==> config.mk <==
export PLATFORM = sky130hd
export DESIGN_NAME = rf_wb_arbiter_flat
export DESIGN_NICKNAME = d
export VERILOG_FILES = /design/src/rtl/rf_wb_if.sv /design/src/rtl/rf_wb_arbiter.sv /design/src/flat_wrapper.sv
export SDC_FILE = /design/constraint.sdc
export NUM_CORES = 1
export LEC_CHECK = 0
export ABC_AREA = 1
export CAP_MARGIN = 10
export CORE_MARGIN = 1.5
export CORE_UTILIZATION = 42
export CTS_BUF_LIST = sky130_fd_sc_hd__clkbuf_8 sky130_fd_sc_hd__clkbuf_16
export CTS_CLUSTER_DIAMETER = 50
export CTS_CLUSTER_SIZE = 12
export DETAILED_ROUTE_END_ITERATION = 7
export GPL_ROUTABILITY_DRIVEN = 0
export PLACE_DENSITY = 0.8
export SYNTH_ARGS = -nofsm -noshare
export SYNTH_HDL_FRONTEND = slang
export SYNTH_SLANG_ARGS = --single-unit
==> constraint.sdc <==
create_clock -name clk -period 2.4 [get_ports clk]
set_input_delay 0.48 -clock clk [delete_from_list [all_inputs] [get_ports clk]]
set_output_delay 0.48 -clock clk [all_outputs]
set_load 0.02 [all_outputs]
==> src/rtl/rf_wb_if.sv <==
// ---------------------------------------------------------------------------
// rf_wb_if -- writeback bus between the execute/memory stages, the issue
// stage and the register file write port.
//
// Signals
//   hold                 write-port freeze (no grants while high)
//   alu_valid/ready/rd/data   ALU writeback request channel
//   mem_valid/ready/rd/data   load writeback request channel
//   iss_valid, iss_rd    issued instruction with a destination register
//   regwrite, ad3, wd3   register file write port (registered)
//   pending              per-register outstanding-write scoreboard
//   sb_err               sticky "writeback to a non-pending register" flag
//
// Modports
//   master : pipeline side (drives requests, issue and hold)
//   slave  : arbiter side
// ---------------------------------------------------------------------------
interface rf_wb_if #(
  parameter int DW = 32,
  parameter int AW = 5
);
  logic               hold;
  logic               alu_valid;
  logic               alu_ready;
  logic [AW-1:0]      alu_rd;
  logic [DW-1:0]      alu_data;
  logic               mem_valid;
  logic               mem_ready;
  logic [AW-1:0]      mem_rd;
  logic [DW-1:0]      mem_data;
  logic               iss_valid;
  logic [AW-1:0]      iss_rd;
  logic               regwrite;
  logic [AW-1:0]      ad3;
  logic [DW-1:0]      wd3;
  logic [2**AW-1:0]   pending;
  logic               sb_err;

  modport master (
    output hold,
    output alu_valid, alu_rd, alu_data,
    input  alu_ready,
    output mem_valid, mem_rd, mem_data,
    input  mem_ready,
    output iss_valid, iss_rd,
    input  regwrite, ad3, wd3, pending, sb_err
  );

  modport slave (
    input  hold,
    input  alu_valid, alu_rd, alu_data,
    output alu_ready,
    input  mem_valid, mem_rd, mem_data,
    output mem_ready,
    input  iss_valid, iss_rd,
    output regwrite, ad3, wd3, pending, sb_err
  );
endinterface

==> src/rtl/rf_wb_arbiter.sv <==
// ---------------------------------------------------------------------------
// rf_wb_arbiter -- shares the register file's single write port between the
// ALU result path and the memory-load path.
//
// * Round-robin arbitration between the two requesters; the requester that
//   did not win last time gets priority on contention. After reset the
//   pointer says "last = MEM", so the ALU wins the first contention.
// * The winning write is registered onto regwrite/ad3/wd3 (1-cycle latency).
//   Writes to x0 are accepted but never produce a regwrite pulse.
// * A pending-write scoreboard (one bit per register) is set on issue and
//   cleared on writeback; a same-cycle issue of the register wins over the
//   clear. sb_err is a sticky flag for a writeback to a non-pending register.
//
// Ports
//   clk        system clock, rising edge
//   rst        synchronous reset, active-high
//   bus        rf_wb_if.slave (requests, issue, write port, scoreboard)
//
// Optional feature (macro RF_WB_FORWARD_EN):
//   rd_ad1, rd_ad2       in   read addresses
//   fwd1_hit, fwd2_hit   out  write-port value matches the read address
//   fwd1_data, fwd2_data out  forwarded wd3 (0 when no hit)
// Covers the read of a register in the same cycle it is being written.
// ---------------------------------------------------------------------------
module rf_wb_arbiter #(
  parameter int DW = 32,
  parameter int AW = 5
) (
  input  logic          clk,
  input  logic          rst,
  rf_wb_if.slave        bus
`ifdef RF_WB_FORWARD_EN
  ,
  input  logic [AW-1:0] rd_ad1,
  input  logic [AW-1:0] rd_ad2,
  output logic          fwd1_hit,
  output logic          fwd2_hit,
  output logic [DW-1:0] fwd1_data,
  output logic [DW-1:0] fwd2_data
`endif
);

  localparam int NREG = 2**AW;

  typedef enum logic {
    REQ_ALU = 1'b0,
    REQ_MEM = 1'b1
  } req_e;

  // State
  req_e             last_q, last_d;
  logic             regwrite_q, regwrite_d;
  logic [AW-1:0]    ad3_q, ad3_d;
  logic [DW-1:0]    wd3_q, wd3_d;
  logic [NREG-1:0]  pending_q, pending_d;
  logic             sb_err_q, sb_err_d;

  // Grant / transfer decode
  logic             alu_gnt;
  logic             mem_gnt;
  logic             xfer;
  logic [AW-1:0]    x_rd;
  logic [DW-1:0]    x_data;
  logic             iss_set;

  // -------------------------------------------------------------------------
  // Grant logic. Readies are gated with rst so that nothing presented during
  // reset is reported as accepted.
  // -------------------------------------------------------------------------
  always_comb begin
    // NOTE: every always_comb output gets a default first; a path that leaves
    // a signal unassigned would infer a latch.
    alu_gnt = 1'b0;
    mem_gnt = 1'b0;
    if (!rst && !bus.hold) begin
      if (bus.alu_valid && bus.mem_valid) begin
        if (last_q == REQ_MEM) alu_gnt = 1'b1;
        else                   mem_gnt = 1'b1;
      end else begin
        alu_gnt = bus.alu_valid;
        mem_gnt = bus.mem_valid;
      end
    end
  end

  assign xfer    = alu_gnt | mem_gnt;
  assign x_rd    = mem_gnt ? bus.mem_rd   : bus.alu_rd;
  assign x_data  = mem_gnt ? bus.mem_data : bus.alu_data;
  assign iss_set = bus.iss_valid && (bus.iss_rd != '0);

  // -------------------------------------------------------------------------
  // Next-state: pointer, output stage, scoreboard, error flag.
  // -------------------------------------------------------------------------
  always_comb begin
    last_d     = last_q;
    regwrite_d = 1'b0;
    ad3_d      = ad3_q;
    wd3_d      = wd3_q;
    pending_d  = pending_q;
    sb_err_d   = sb_err_q;

    if (xfer) begin
      last_d = mem_gnt ? REQ_MEM : REQ_ALU;
    end

    // x0 transfers are consumed here without touching the write port.
    if (xfer && (x_rd != '0)) begin
      regwrite_d = 1'b1;
      ad3_d      = x_rd;
      wd3_d      = x_data;
      if (!pending_q[x_rd] && !(iss_set && (bus.iss_rd == x_rd))) begin
        sb_err_d = 1'b1;
      end
      pending_d[x_rd] = 1'b0;
    end

    // Issue is applied after the clear: a new issue follows the old
    // writeback, so set wins on the same register.
    if (iss_set) begin
      pending_d[bus.iss_rd] = 1'b1;
    end

    pending_d[0] = 1'b0;
  end

  // -------------------------------------------------------------------------
  // State registers
  // -------------------------------------------------------------------------
  always_ff @(posedge clk) begin
    // NOTE: sequential state uses non-blocking assignments so every register
    // samples its pre-edge value regardless of statement order.
    if (rst) begin
      last_q     <= REQ_MEM;
      regwrite_q <= 1'b0;
      ad3_q      <= '0;
      wd3_q      <= '0;
      pending_q  <= '0;
      sb_err_q   <= 1'b0;
    end else begin
      last_q     <= last_d;
      regwrite_q <= regwrite_d;
      ad3_q      <= ad3_d;
      wd3_q      <= wd3_d;
      pending_q  <= pending_d;
      sb_err_q   <= sb_err_d;
    end
  end

  assign bus.alu_ready = alu_gnt;
  assign bus.mem_ready = mem_gnt;
  assign bus.regwrite  = regwrite_q;
  assign bus.ad3       = ad3_q;
  assign bus.wd3       = wd3_q;
  assign bus.pending   = pending_q;
  assign bus.sb_err    = sb_err_q;

`ifdef RF_WB_FORWARD_EN
  // -------------------------------------------------------------------------
  // Forwarding of the value currently on the write port.
  // -------------------------------------------------------------------------
  always_comb begin
    fwd1_hit  = regwrite_q && (ad3_q == rd_ad1) && (rd_ad1 != '0);
    fwd2_hit  = regwrite_q && (ad3_q == rd_ad2) && (rd_ad2 != '0);
    fwd1_data = fwd1_hit ? wd3_q : '0;
    fwd2_data = fwd2_hit ? wd3_q : '0;
  end
`endif

endmodule

==> src/flat_wrapper.sv <==
// flat-port wrapper written by rule: the top's interface ports become plain ports
module rf_wb_arbiter_flat 
#(
  parameter int DW = 32,
  parameter int AW = 5
)
  (clk, rst, bus_hold, bus_alu_valid, bus_alu_rd, bus_alu_data, bus_alu_ready, bus_mem_valid, bus_mem_rd, bus_mem_data, bus_mem_ready, bus_iss_valid, bus_iss_rd, bus_regwrite, bus_ad3, bus_wd3, bus_pending, bus_sb_err);
  rf_wb_if #(.DW(DW), .AW(AW)) bus_i ();
  input  logic clk;
  input  logic rst;
  input wire logic [$bits(bus_i.hold)-1:0] bus_hold;
  input wire logic [$bits(bus_i.alu_valid)-1:0] bus_alu_valid;
  input wire logic [$bits(bus_i.alu_rd)-1:0] bus_alu_rd;
  input wire logic [$bits(bus_i.alu_data)-1:0] bus_alu_data;
  output wire logic [$bits(bus_i.alu_ready)-1:0] bus_alu_ready;
  input wire logic [$bits(bus_i.mem_valid)-1:0] bus_mem_valid;
  input wire logic [$bits(bus_i.mem_rd)-1:0] bus_mem_rd;
  input wire logic [$bits(bus_i.mem_data)-1:0] bus_mem_data;
  output wire logic [$bits(bus_i.mem_ready)-1:0] bus_mem_ready;
  input wire logic [$bits(bus_i.iss_valid)-1:0] bus_iss_valid;
  input wire logic [$bits(bus_i.iss_rd)-1:0] bus_iss_rd;
  output wire logic [$bits(bus_i.regwrite)-1:0] bus_regwrite;
  output wire logic [$bits(bus_i.ad3)-1:0] bus_ad3;
  output wire logic [$bits(bus_i.wd3)-1:0] bus_wd3;
  output wire logic [$bits(bus_i.pending)-1:0] bus_pending;
  output wire logic [$bits(bus_i.sb_err)-1:0] bus_sb_err;
  assign bus_i.hold = bus_hold;
  assign bus_i.alu_valid = bus_alu_valid;
  assign bus_i.alu_rd = bus_alu_rd;
  assign bus_i.alu_data = bus_alu_data;
  assign bus_alu_ready = bus_i.alu_ready;
  assign bus_i.mem_valid = bus_mem_valid;
  assign bus_i.mem_rd = bus_mem_rd;
  assign bus_i.mem_data = bus_mem_data;
  assign bus_mem_ready = bus_i.mem_ready;
  assign bus_i.iss_valid = bus_iss_valid;
  assign bus_i.iss_rd = bus_iss_rd;
  assign bus_regwrite = bus_i.regwrite;
  assign bus_ad3 = bus_i.ad3;
  assign bus_wd3 = bus_i.wd3;
  assign bus_pending = bus_i.pending;
  assign bus_sb_err = bus_i.sb_err;
  rf_wb_arbiter #(.DW(DW), .AW(AW)) u_core (.clk(clk), .rst(rst), .bus(bus_i));
endmodule
Figure 1. Clock wires, drivers and flops (run 1).
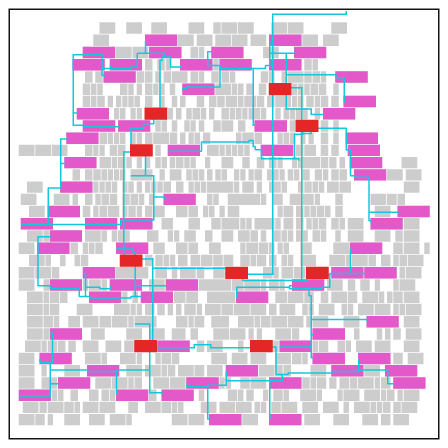
- flip-flops: magenta (count 71)
- clock-net drivers: red (count 9)
- clock wires: cyan (length 933 um)
- flops lie: all over the die
- routed clock nets: 10

Figure 2. Cell classes on the final placement (run 1).
The bar under the picture is 20 um long.
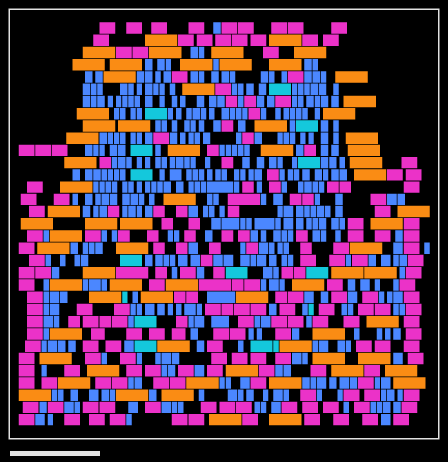
- clock drivers and dummy loads: cyan (cells 15)
- remaining buffers and delay cells: magenta (cells 205)
- remaining logic cells: blue (cells 444)
- sequential cells: orange (cells 71)

Figure 3. PDN straps and rails (run 1).
Pins as bars on the die edge. Tap cells in gray.
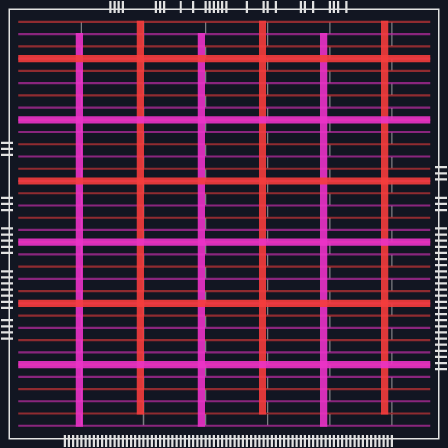
- VSS: magenta
- VDD: red
- rows: 33
- tap cells: 105
- met5 straps: 6
- met1 rails: 34
- signal pins: 158

==> flow_summary.ini, run 1 <==
; implementation run metrics
[synthesis]
ys_area_mm2 = 0.00356
synth.avg_cell_area_um2 = 6.58
yosys.area_share.simple = 0.326
synth_area_mm2 = 0.00356
synth_cells = 542
fp_nets = 627
synthArstFlopShare = 0
synthDistinctLibCells = 26
synth.area.top_cells = dfxtp_1 (40%), nand2_1 (22%), o21ai_0 (6.2%), a31oi_1 (5.8%), a21oi_1 (5.2%)
muxShareOfSynthArea = 0
ys_cells = 542
yosysWarnings = 0
ys_seq_share = 0.399
topCombFamilyByArea = simple AND/OR/NAND/NOR gates
synth.cellmix.adderShare = 0

[setup_path]
crit_path_cell_trace = clkdlybuf4s50_1 -> nand2_2 -> nand3_4 -> clkinv_1 -> dlygate4sd2_1
crit_buf_inv = 3
path_max_fanout = 9
path_delay_family = buffers and inverters
r2r-start = u_core.last_q
slowest_delay_ps = 500
crit_type = in -> out
reg2regPathDepth = 9
crit_cells = 5
regToRegSetupSlack_ps = 540
end_kind = primary output
required_ps = 1920
r2r_end = u_core.bus.pending[21]
critPathLaunchType = primary input

[sta]
final_max_slew_viol_count = 0
setup_viol = 0
finalHoldViolations = 0
slew_headroom = 0.624
fin_tns_setup_ps = 0
worst_pin_slew_ps = 560
clock_skew_ps = 8.04
hold_slack_ps = 464
fin_crit_ps = 2220
max_freq_ghz = 0.450
rsz0062_at_grt = no
finalClockPeriodUsage = 0.926

[finish]
drive_gt1_frac = 0.101
layout_top_cell = nand2_1
diodes = 0
largest_reg_flops = 32
fillers = 658
fin_nets = 816
seqCellArea_mm2 = 0.00142

[floorplanning]
dieArea_mm2 = 0.00905
die_h_um = 95.1
fp_util = 0.434
core_region_area_mm2 = 0.00822
fp.dieW_um = 95.1
io_pins = 158

[power]
p_comb_uw = 680
ir_worst_vdd_mv = 0.273
p_int_uw = 2010
p_per_area_mw_per_mm2 = 494
p_seq_uw = 1260
p_switching_uw = 807
p_leak_uw = 0.00238

[cts]
path_clk_slew_ps = 70
post_cts_resized = 2
cts_hold_buf = 0
root_buffer = clkbuf_8
cts_setup_buffers = 0
cts_max_level = 3
cts.sinks = 71
tritoncts = built
clk_latency_ps = 350

[place]
io_buffer_count = 156
placed_area_mm2 = 0.00553
post-place-ws_ps = -123

[grt]
grt_max_degree = 61
antenna_found_initial = 0
use_met3 = 0.0702
grt_pass1_vias = 4110
track_usage = 0.291
busiest_layer = met2
use_met2 = 0.476

[run]
warnings = 26

[worst_hold_path]
holdCritStartpoint = u_core.bus.ad3[2]
min_path_type = reg -> reg
min_path_cells = 2

[route]
drtPass1Iterations = 5
wl_met3_um = 1150
wl_um = 12800
dr_wl_met2_um = 6110
antenna_left = 0
drcViolationCount = 0

[status]
status = finished clean
==> run 1: final cells by class <==
| cell class | instances | area share |
|---|---|---|
| clock buffer | 12 | 0.0290 |
| clock inverter | 3 | 0.00197 |
| inverter | 33 | 0.0217 |
| multi-input combinational | 411 | 0.331 |
| sequential | 71 | 0.249 |
| tap | 105 | 0.0230 |
| timing repair buffer | 205 | 0.344 |
==> run 1: Yosys cell counts, types with 2 or more instances <==
cell type,number
buf_2,11
dfxtp_1,71
nor2_1,18
o21ai_0,44
nand2_2,7
buf_6,2
inv_1,32
a21oi_1,37
nor2_4,2
nor3_1,10
a31oi_1,33
nand4_1,7
o21ai_1,14
nand3_1,24
clkbuf_1,13
nand2_1,207
Figure 4. Track usage over the die (run 1).
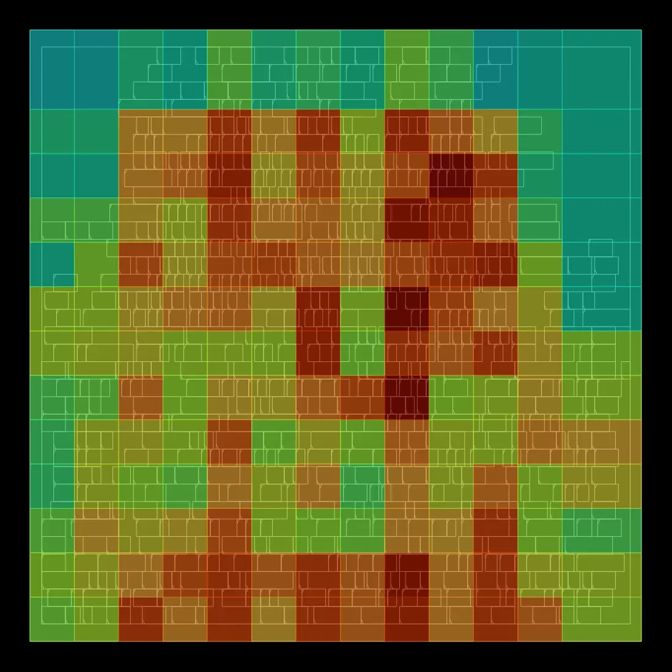

--- run 2 (diff from run 1) ---
- CELL_PAD_IN_SITES_DETAIL_PLACEMENT: default -> 2
- CELL_PAD_IN_SITES_GLOBAL_PLACEMENT: default -> 2
- CORE_UTILIZATION: 42 -> 21
Figure 5. Track usage over the die (run 2).
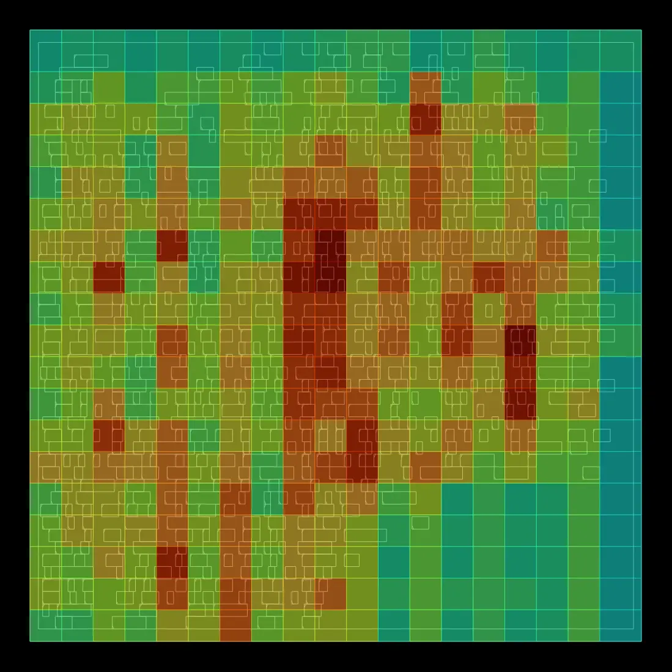
GRT busiest layer: met2
met2 GRT Util: 0.371
met3 Usage GRT: 0.0723
Layout Utilization: 0.374
met1 Use GR: 0.223

==> run 2 against run 1 <==
  * Synthesized cell count unchanged
  * Via count increased by 4.6%
  * Clock power increased by 58%
  * Sequential power about the same
  * Clock skew increased by 2.0 ps
  * Count of clock-buffer cells in the layout decreased by 2
==> flow_summary.ini, run 2 <==
; implementation run metrics
[synthesis]
ys_seq_share = 0.399
top_cells_by_count = nand2_1 (207), dfxtp_1 (71), o21ai_0 (44)
yosys.area_share.simple = 0.326
topCombFamilyByArea = simple AND/OR/NAND/NOR gates
synthDistinctLibCells = 26
synth.avg_cell_area_um2 = 6.58
synth_cells = 542
fp_nets = 627
synth.area.top_cells = dfxtp_1 (40%), nand2_1 (22%), o21ai_0 (6.2%), a31oi_1 (5.8%), a21oi_1 (5.2%)
ys_cells = 542
synth.cellmix.adderShare = 0
muxShareOfSynthArea = 0
yosysWarnings = 0
synthArstFlopShare = 0
ys_area_mm2 = 0.00356
yosysMostFrequentCell = nand2_1
synth_area_mm2 = 0.00356

[cts]
cts_hold_buf = 0
root_buffer = clkbuf_16
post_cts_resized = 4
cts_max_level = 3
cts_setup_buffers = 1
clk_latency_ps = 350
tritoncts = built
path_clk_slew_ps = 60
cts.sinks = 71

[floorplanning]
dieArea_mm2 = 0.0178
io_pins = 158
fp.dieW_um = 133
die_h_um = 133
core_region_area_mm2 = 0.0166
tap_cells = 220
fp_util = 0.215

[setup_path]
path_max_fanout = 41
end_kind = flip-flop
r2r-start = u_core.last_q
r2r_end = u_core.bus.wd3[30]
critPathLaunchType = primary input
regToRegSetupSlack_ps = 400
required_ps = 2630
reg2regPathDepth = 9
crit_type = in -> reg

[sta]
setup_viol = 0
slew_headroom = 0.557
finalClockPeriodUsage = 0.980
hold_slack_ps = 456
fin_tns_setup_ps = 0
finalHoldViolations = 0
final_max_slew_viol_count = 0
max_freq_ghz = 0.425
clock_skew_ps = 10.0
worst_pin_slew_ps = 660
fin_crit_ps = 2350

[run]
warnings = 26

[finish]
n_all_inverters = 33
layout_top_cells = nand2_1 (203), clkdlybuf4s50_1 (152), dfxtp_1 (71), buf_4 (65), o21ai_0 (38)
comb_area_frac = 0.310
fin_nets = 838
drive_gt1_frac = 0.140
nonClkBufAreaFrac = 0.348
stdcell_area_mm2 = 0.00620
buffers_excl_clock = 226
diodes = 0
seqCellArea_mm2 = 0.00142
clkCellAreaFrac = 0.0483
fillers = 1945
layout_top_cell = nand2_1
sh_seq_area = 0.229
flop-count = 71
logic_gate_count = 412
nClkBuffers = 10
largest_reg_flops = 32
biggestCellCategory = non-clock buffers

[power]
p_per_area_mw_per_mm2 = 552
ir_worst_vdd_mv = 0.273
p_leak_uw = 0.00255

[route]
antenna_left = 0
drtPass1Iterations = 4
drcViolationCount = 0
wl_per_cell_um = 18.9
wl_um = 18500

[grt]
antenna_found_initial = 0
grt_pass1_vias = 5224
track_usage = 0.207
grt_max_degree = 42

[worst_hold_path]
holdCritStartpoint = u_core.bus.sb_err
min_path_cells = 2
min_path_type = reg -> reg

[place]
placed_area_mm2 = 0.00577
post-place-ws_ps = -417
io_buffer_count = 156

[status]
status = finished clean
run 2: routing by layer:
metal | track usage | vias up | wire [um]
li1 | - | 2227 | -
met1 | 0.223 | 2268 | 7360
met2 | 0.371 | 153 | 9150
met3 | 0.0723 | 35 | 1420
met4 | 0.0761 | 0 | 553
met5 | 0 | - | 0
run 2: power by group:
| group | internal, uW | switching (uW) | total, uW |
|---|---|---|---|
| logic | 369 | 398 | 768 |
| clock network | 830 | 555 | 1380 |
| registers | 1230 | 32.7 | 1270 |
run 2: worst max-delay path, stage by stage:
cell             delay, ps
clkdlybuf4s50_1        450
nor2_4                 150
buf_4                  140
buf_4                  110
nand4_1                150
nand2_2                140
nand2_2                 90
nor2_4                 130
a21oi_4                 80
buf_4                  180
buf_12                 160
o21ai_0                220
a31oi_1                 60
Power and IR drop assume default switching activity.
